<file path="src/rtl/div_pkg.sv">
// Shared definitions for the repeated-subtraction divider: state encoding and default width.
package div_pkg;

    localparam int unsigned DEFAULT_WIDTH = 16;

    typedef enum logic [2:0] {
        S_IDLE = 3'd0,
        S_LDA  = 3'd1,
        S_LDB  = 3'd2,
        S_CALC = 3'd3,
        S_DONE = 3'd4
    } state_e;

endpackage

</file>
<file path="src/rtl/div_datapath.sv">
// Divider datapath: remainder, divisor and quotient registers with subtractor and comparator.
module div_datapath
    import div_pkg::*;
#(
    parameter int unsigned WIDTH = DEFAULT_WIDTH
) (
    input  logic             clk,
    input  logic             rst_n,
    input  logic [WIDTH-1:0] data_in,
    input  logic             ldr,
    input  logic             ldb,
    input  logic             clrq,
    input  logic             setq,
    input  logic             subr,
    input  logic             incq,
    output logic [WIDTH-1:0] r,
    output logic [WIDTH-1:0] q,
    output logic             ge,
    output logic             bz
);

    logic [WIDTH-1:0] r_q;
    logic [WIDTH-1:0] b_q;
    logic [WIDTH-1:0] q_q;

    always_ff @(posedge clk or negedge rst_n) begin
        if (!rst_n) begin
            r_q <= '0;
            b_q <= '0;
            q_q <= '0;
        end else begin
            if (ldr) begin
                r_q <= data_in;
            end else if (subr) begin
                r_q <= r_q - b_q;
            end
            if (ldb) begin
                b_q <= data_in;
            end
            // Divide-by-zero reports an all-ones quotient instead of clearing it.
            if (setq) begin
                q_q <= '1;
            end else if (clrq) begin
                q_q <= '0;
            end else if (incq) begin
                q_q <= q_q + WIDTH'(1);
            end
        end
    end

    always_comb begin
        r  = r_q;
        q  = q_q;
        ge = (r_q >= b_q);
        bz = (data_in == '0);
    end

endmodule

</file>
<file path="src/rtl/div_repsub.sv">
// Unsigned repeated-subtraction divider: controller FSM driving div_datapath.
// Optional DIV_CYCLE_COUNT_EN adds a 'cycles' output counting CALC edges.
module div_repsub
    import div_pkg::*;
#(
    parameter int unsigned WIDTH = DEFAULT_WIDTH
) (
    input  logic             clk,
    input  logic             rst_n,
    input  logic             start,
    input  logic [WIDTH-1:0] data_in,
    output logic [WIDTH-1:0] quotient,
    output logic [WIDTH-1:0] remainder,
    output logic             done,
    output logic             busy,
    output logic             div_by_zero
`ifdef DIV_CYCLE_COUNT_EN
    ,
    output logic [WIDTH-1:0] cycles
`endif
);

    state_e state_q, state_d;
    logic   ldr, ldb, clrq, setq, subr, incq;
    logic   ge, bz;
    logic   dz_q;

    div_datapath #(
        .WIDTH (WIDTH)
    ) u_datapath (
        .clk     (clk),
        .rst_n   (rst_n),
        .data_in (data_in),
        .ldr     (ldr),
        .ldb     (ldb),
        .clrq    (clrq),
        .setq    (setq),
        .subr    (subr),
        .incq    (incq),
        .r       (remainder),
        .q       (quotient),
        .ge      (ge),
        .bz      (bz)
    );

    always_ff @(posedge clk or negedge rst_n) begin
        if (!rst_n) begin
            state_q <= S_IDLE;
            dz_q    <= 1'b0;
        end else begin
            state_q <= state_d;
            if (ldb) begin
                dz_q <= bz;
            end
        end
    end

    always_comb begin
        state_d = state_q;
        ldr     = 1'b0;
        ldb     = 1'b0;
        clrq    = 1'b0;
        setq    = 1'b0;
        subr    = 1'b0;
        incq    = 1'b0;
        unique case (state_q)
            S_IDLE: begin
                if (start) state_d = S_LDA;
            end
            S_LDA: begin
                ldr     = 1'b1;
                state_d = S_LDB;
            end
            S_LDB: begin
                ldb = 1'b1;
                if (bz) begin
                    setq    = 1'b1;
                    state_d = S_DONE;
                end else begin
                    clrq    = 1'b1;
                    state_d = S_CALC;
                end
            end
            S_CALC: begin
                if (ge) begin
                    subr = 1'b1;
                    incq = 1'b1;
                end else begin
                    state_d = S_DONE;
                end
            end
            S_DONE: begin
                if (start) state_d = S_LDA;
            end
            default: state_d = S_IDLE;
        endcase
    end

    always_comb begin
        done        = (state_q == S_DONE);
        busy        = (state_q == S_LDA) || (state_q == S_LDB) || (state_q == S_CALC);
        div_by_zero = dz_q;
    end

`ifdef DIV_CYCLE_COUNT_EN
    logic [WIDTH-1:0] cycles_q;

    // Counts every CALC edge, including the one that exits to DONE.
    always_ff @(posedge clk or negedge rst_n) begin
        if (!rst_n) begin
            cycles_q <= '0;
        end else if (state_q == S_LDB) begin
            cycles_q <= '0;
        end else if (state_q == S_CALC) begin
            cycles_q <= cycles_q + WIDTH'(1);
        end
    end

    assign cycles = cycles_q;
`endif

endmodule

</file>
<file path="config.mk">
export PLATFORM = sky130hd
export DESIGN_NAME = div_repsub
export DESIGN_NICKNAME = d
export VERILOG_FILES = /design/src/rtl/div_pkg.sv /design/src/rtl/div_datapath.sv /design/src/rtl/div_repsub.sv
export SDC_FILE = /design/constraint.sdc
export NUM_CORES = 1
export LEC_CHECK = 0
export ABC_AREA = 1
export CAP_MARGIN = 30
export CORE_ASPECT_RATIO = 1.4
export CORE_UTILIZATION = 56
export CTS_BUF_LIST = sky130_fd_sc_hd__clkbuf_2 sky130_fd_sc_hd__clkbuf_4 sky130_fd_sc_hd__clkbuf_8
export DETAILED_ROUTE_END_ITERATION = 8
export MAX_ROUTING_LAYER = met4
export PLACE_DENSITY = 0.81
export SETUP_SLACK_MARGIN = 0.15
export SKIP_CTS_REPAIR_TIMING = 1
export SYNTH_ARGS = -nofsm -noshare
export SYNTH_HDL_FRONTEND = slang
export SYNTH_SLANG_ARGS = --single-unit
</file>
<file path="constraint.sdc">
create_clock -name clk -period 2.7 [get_ports clk]
set_input_delay 0.27 -clock clk [delete_from_list [all_inputs] [get_ports clk]]
set_output_delay 0.27 -clock clk [all_outputs]
set_load 0.02 [all_outputs]
</file>
==> results.yml <==
# synthesis and place-and-route metrics
run_status:
  status: "complete, no violations"
hold_path:
  hold_class: "input pin to async pin"
critical_path:
  cp.depth: 14
  cp_top_family: "simple AND/OR/NAND/NOR gates"
  path_cells: "inv_1 > ha_1 > inv_1 > fa_1 > nand3_1 > nand3_2 > nand2_2 > nand3_2 > nand2_2 > nand2_4 > nand2_8 > buf_4 > nand3_1 > nand3_1"
  slowest_delay_ns: 0.43
  critPathKind: "register to register"
  cp_slowest_cell: "fa_1"
  cp-endpoint: "u_datapath.r[3]$_DFFE_PN0P_"
  critical_path.max_fanout: 19
  cp-startpoint: "u_datapath.r[0]$_DFFE_PN0P_"
  crit_arrival_ns: 2.55
  cp_num_buf_inv: 3
  reg2reg_to: "u_datapath.r[3]$_DFFE_PN0P_"
  endpoint_kind: "register"
  worstPathRequired_ns: 2.95
flow_run:
  drv_cap: 0
  tool_warnings: 26
pwr:
  p_sw_uw: 3440
  power.total_uw: 6560
  power.group.top: "combinational logic"
  power.density_nw_per_um2: 1370
  p_comb_uw: 4550
  ir_drop_v: 0.000753
  seqPwrFrac_pct: 21.5
  p_seq_uw: 1410
  pwr-share-comb_pct: 69.4
  leakage_uw: 0.00245
  p_sw_share_pct: 52.4
  pg_clk_uw: 596
  p_int_uw: 3120
final_layout:
  flop_area_um2: 1300
  buffer_area_share_pct: 12.4
  areaGrowthSynthToFinish_pct: 17.5
  fin_util_pct: 68.5
  nNonClkInverters: 77
  drive_above_1_share_pct: 13.3
  ff_count: 52
  seq_share_pct: 27.2
  n_fill_cell: 592
  comb_share_pct: 49.2
  num_antenna_cells: 0
  dominant_cells: "multi-input combinational cells"
  nNetsFinal: 662
  clkCellAreaFrac_pct: 2.64
  layout_top_cells: "nand2_1, inv_1, dfrtp_1, clkdlybuf4s50_1, nand3_1"
  layout_top_cell: "nand2_1"
  logic_gate_count: 428
  clkbuf_count: 7
final_timing:
  setup_ws_ns: 0.397
  setup_tns_ns: 0
  worst_slew_pin_slew_ns: 0.591
  final_hold_viol_count: 0
  drv_slew: 0
  hold_ws_ns: 0.476
  relSlewSlack_pct: 60.3
  rsz0062_at_grt: "no"
  min_period_ns: 2.30
  finalClockPeriodUsage_pct: 85.3
  max_freq_ghz: 0.434
clocking:
  clock_path_buffers: 2
  htreeDepth: 2
  cts_tree: "done"
  cts_buffers: 5
  clock_latency_ns: 0.31
  root_buffer: "clkbuf_8"
placed_design:
  place.detailed.hpwl_mm: 7.67
  placed_cell_area_um2: 4630
  place.gp.congestion: 0.969
  portBuffers: 53
  pre_cts_ws_ns: 0.321
floorplanning:
  io_pins: 54
  core_um2: 6980
  taps: 95
  die_area_um2: 7610
  fp_util_pct: 58.3
  fp.dieH_um: 103
  die_x_um: 74.0
logic_synthesis:
  yosys.cell_count.top_type: "nand2_1"
  syn-num-nets: 610
  async_flop_share_pct: 100
  postSynthAreaPerCell_um2: 7.10
  synth.area.top_cells: "dfrtp_1, nand2_1, nand3_2"
  synth-simple-area-share_pct: 43.7
  top_logic_kind: "simple AND/OR/NAND/NOR gates"
  yosysSeqAreaShare_pct: 32.0
  synthCells: 573
  ys_area_um2: 4070
  ys_sh_aoi_pct: 5.63
  ff_type: "dfrtp_1"
  yosys_warnings: 0
  ys_sh_adder_pct: 5.72
  ys_sh_xor_pct: 2.37
  common_cells: "nand2_1, inv_1, dfrtp_1, nand3_1, nand3_2"
  top_area_cell: "dfrtp_1"
  synth.top_cell.area_share_pct: 32.0
  edf_count: 0
  ys_seq_elements: 52
global_route:
  use_met2_pct: 52.7
  grt-ovfl-total: 0
  antenna_found_initial: 0
  grt_pass1_wl_mm: 16.6
  grt_max_degree: 37
  top_usage_layer: "met2"
  grt_pass1_vias: 3695
routing:
  drc: 0
  wl_met1_mm: 4.06
  dr.first_iter.drc_count: 233
  postRouteAntennaNets: 0
  highest_layer: "met4"
  first_pass_iters: 5
  met3_length_um: 423
  viasPerCell: 5.36
  routed-wl-met2_mm: 5.46
congestion_map.png
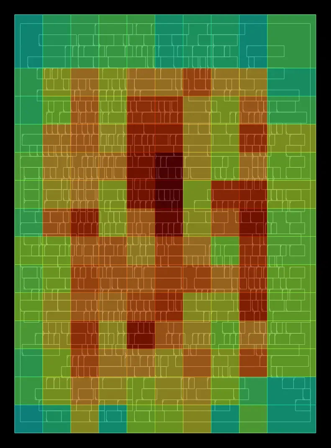
gr usage total: 29.3%
WL per Instance: 14.1 um

closeup.png
The bar under the picture is 5 um long. Window x 46 to 66, y 67 to 87 um. Cells in gray, sequential cells in the stronger gray; small squares are vias.
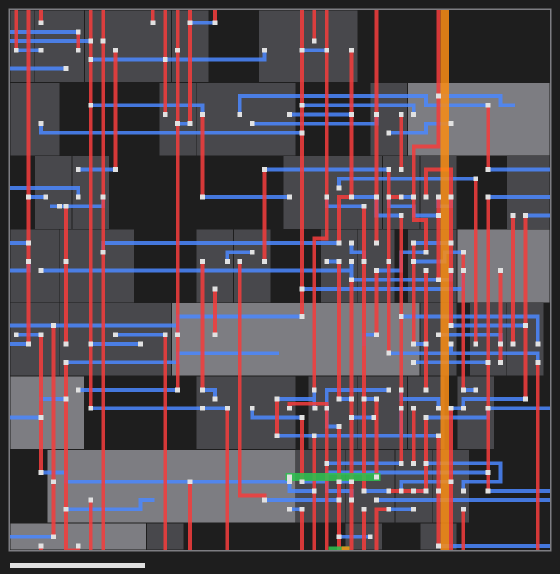
red -> M2
blue -> M1
green -> M3
orange -> M4
netlist names of flops here include = u_datapath.q (3)
cells with their middle in the window = 35
sequential cells in the window = 3
most frequent = nand2_1 (13), nand3_2 (4)

route_heat.png
15 x 21 tiles, from white (low) to dark blue (high), scaled to the fullest tile. Values are wire area over tile area, all layers added.
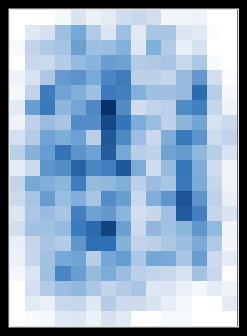
tiles over half the peak = 25%
nearly empty tiles = 7.6%
mean over tiles = 0.21
densest ninth of the die = middle
fullest tile = 0.62
Detailed Route WL: 10.2 mm
routed vias: 3,867

Power is estimated from default activity; no workload was simulated.
